==> config.mk <==
export PLATFORM = sky130hd
export DESIGN_NAME = key_event_fifo
export DESIGN_NICKNAME = d
export VERILOG_FILES = /design/src/rtl/key_event_fifo.sv
export SDC_FILE = /design/constraint.sdc
export NUM_CORES = 1
export LEC_CHECK = 0
export CAP_MARGIN = 20
export CORE_UTILIZATION = 45
export CTS_CLUSTER_SIZE = 16
export DETAILED_ROUTE_END_ITERATION = 10
export SETUP_SLACK_MARGIN = 0.4
export SYNTH_ARGS = -nofsm -noshare
export SYNTH_HDL_FRONTEND = slang
export SYNTH_SLANG_ARGS = --single-unit
==> constraint.sdc <==
create_clock -name sys_clk -period 3.9 [get_ports sys_clk]
set_input_delay 0.78 -clock sys_clk [delete_from_list [all_inputs] [get_ports sys_clk]]
set_output_delay 0.78 -clock sys_clk [all_outputs]
set_load 0.02 [all_outputs]
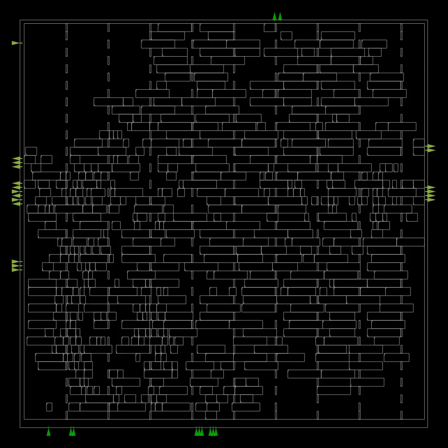
**Above:** placement view.
tap cells: 225
post-route insts no fill: 787
flop count: 185
fillcell total: 1368

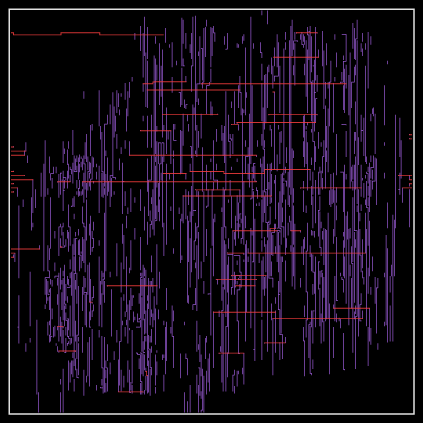
**Above:** signal wires by layer.
(3 px per um) Two of the layers only.
legend:
  metal 3:
    colour: red
    wire_length: 716 um
  metal 2:
    colour: purple
    wire_length: 8330 um
Total Routed Length: 16800 um
gr usage total: 0.203

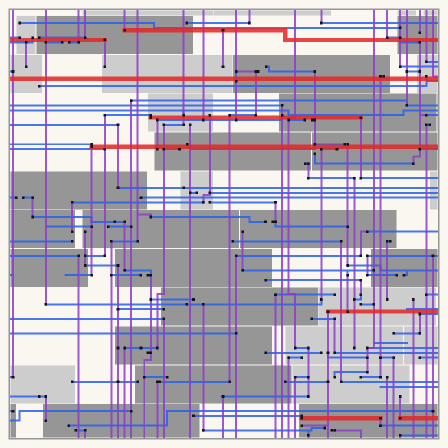
**Above:** layout detail.
Region (52, 52) to (82, 82) um. Cells in grey, sequential cells in the stronger grey; small squares are vias.
legend:
  metal 2:
    colour: purple
  metal 3:
    colour: red
  metal 1:
    colour: blue
most frequent: edfxtp_1 (14), mux4_2 (3)
cells with their middle in the window: 24
sequential cells in the window: 15

==> deck_impl_summary.md <==
Flow Results at a Glance

Logic synthesis
  • AND-OR/OR-AND Cells, Area Fraction: 0.0614
  • Flops after synth: between 150 and 200
  • Yosys top cell by instances: edfxtp_1
  • Mux area share: 0.124
  • Yosys simple share: 0.0935
  • Cell area after synthesis: about 0.0079 mm^2
  • Seq share, synth: 0.668
  • Logic family by area: multiplexers
  • Xor/xnor share: 0.0211
  • Synth top area share: 0.487
  • Adder Area Share: 0.0159
  • Distinct lib cells: between 50 and 60

Finish
  • P&R area growth vs syn: 15.2%
  • Final instance area: between 0.009 and 0.01 mm^2
  • Largest register FFs: between 100 and 150
  • Top Layout Cells: edfxtp_1, dfrtp_1, nand2_1
  • Diodes inserted: 0
  • Ratio of cells with drive above 1 in the final layout: 0.189

Clocking
  • Late-Pin Clk Latency: 0.42 ns
  • Clk sinks: 185
  • Setup bufs post-CTS: 0
  • Post-CTS sizing: 0
  • Clock root cell: clkbuf_16
  • H-Tree Depth: 4

Floorplan
  • Core Footprint: ~0.017 mm^2
  • Die Size: roughly 0.018 mm^2
  • Num rows: 48

STA
  • Highest Clock Rate: 334 MHz
  • Final clock skew: about 0.011 ns
  • Crit path time final: 2.99 ns
  • Relative slew slack: 0.417

Placed design
  • Gpl congestion: between 0.7 and 0.8
  • Buffers on Ports: 29
  • Post-DP HPWL: 11100 um
  • DP Cell Count: 754

Worst setup path
  • Critical path fanouts, max: 9
  • Critical Path Source Type: flip-flop
  • CP Capture Type: flip-flop
  • Crit path largest cell delay: 0.53 ns

Run status
  • Status: finished clean

Global route
  • Largest net degree at the start of global routing: 38
  • Grt ovf: 0

Detailed routing
  • DR pass1 iterations: 7
  • DR WL/cell: around 21 um
  • DRC: 0
  • Initial DRC Count: 294
  • Via-to-Cell Ratio: between 5 and 6

Job
  • Total of max-cap violations: 0

Pwr
  • PwrDens: about 720 mW/mm^2
  • Power Total: ~6.5 mW
## per-stage QoR
stage,hold slack [ns],util
after CTS,0.478,0.527
after detailed placement,0.467,0.490
after global routing,0.500,0.527
final,0.467,0.527
after global placement,0.466,0.490
after floorplan,0.444,-
## cells by family (layout without fill, tap and decap cells)
logic type               count (synthesis)  in the layout
adder cells (fa/ha/maj)                 10             10
AND-OR/OR-AND                           76             76
flip-flops                             185            185
XOR/XNOR                                19             19
buffers and inverters                   31             81
multiplexers                            56             56
AND/OR/NAND/NOR                        135            135
## routing by layer
| metal | vias up | GRT usage | share of wire | routed length, um |
|---|---|---|---|---|
| met1 | 2282 | 0.288 | 0.46 | 7680 |
| li1 | 2049 | - | - | - |
| met3 | 8 | 0.0336 | 0.042 | 715 |
| met5 | - | 0 | 0 | 0 |
| met2 | 98 | 0.324 | 0.49 | 8330 |
| met4 | 0 | 0.0618 | 0.0064 | 108 |
## where the power goes
part           internal, mW  switching (mW)
clock                  1.10           0.707
sequential             2.39           0.172
combinational         0.997            1.14
total                  4.49            2.01
## worst register-to-register path: stages (launching register included)
cell     delay [ns]
dfrtp_1        0.41
inv_1          0.09
ha_1           0.18
or4b_1         0.53
nor2_2         0.26
a31oi_4        0.18
or2_4          0.32
nor3b_4        0.26
and2_1         0.41
## area by class of cell
class	instances	area [um^2]	share of cell area
clock buffer	22	497	0.0546
clock inverter	10	140	0.0154
inverter	10	37.5	0.00413
multi-input combinational	296	2500	0.275
sequential	185	5270	0.580
tap	225	282	0.0310
timing repair buffer	39	360	0.0396
Power figures rest on the tool's default switching activity, not on a simulated workload.
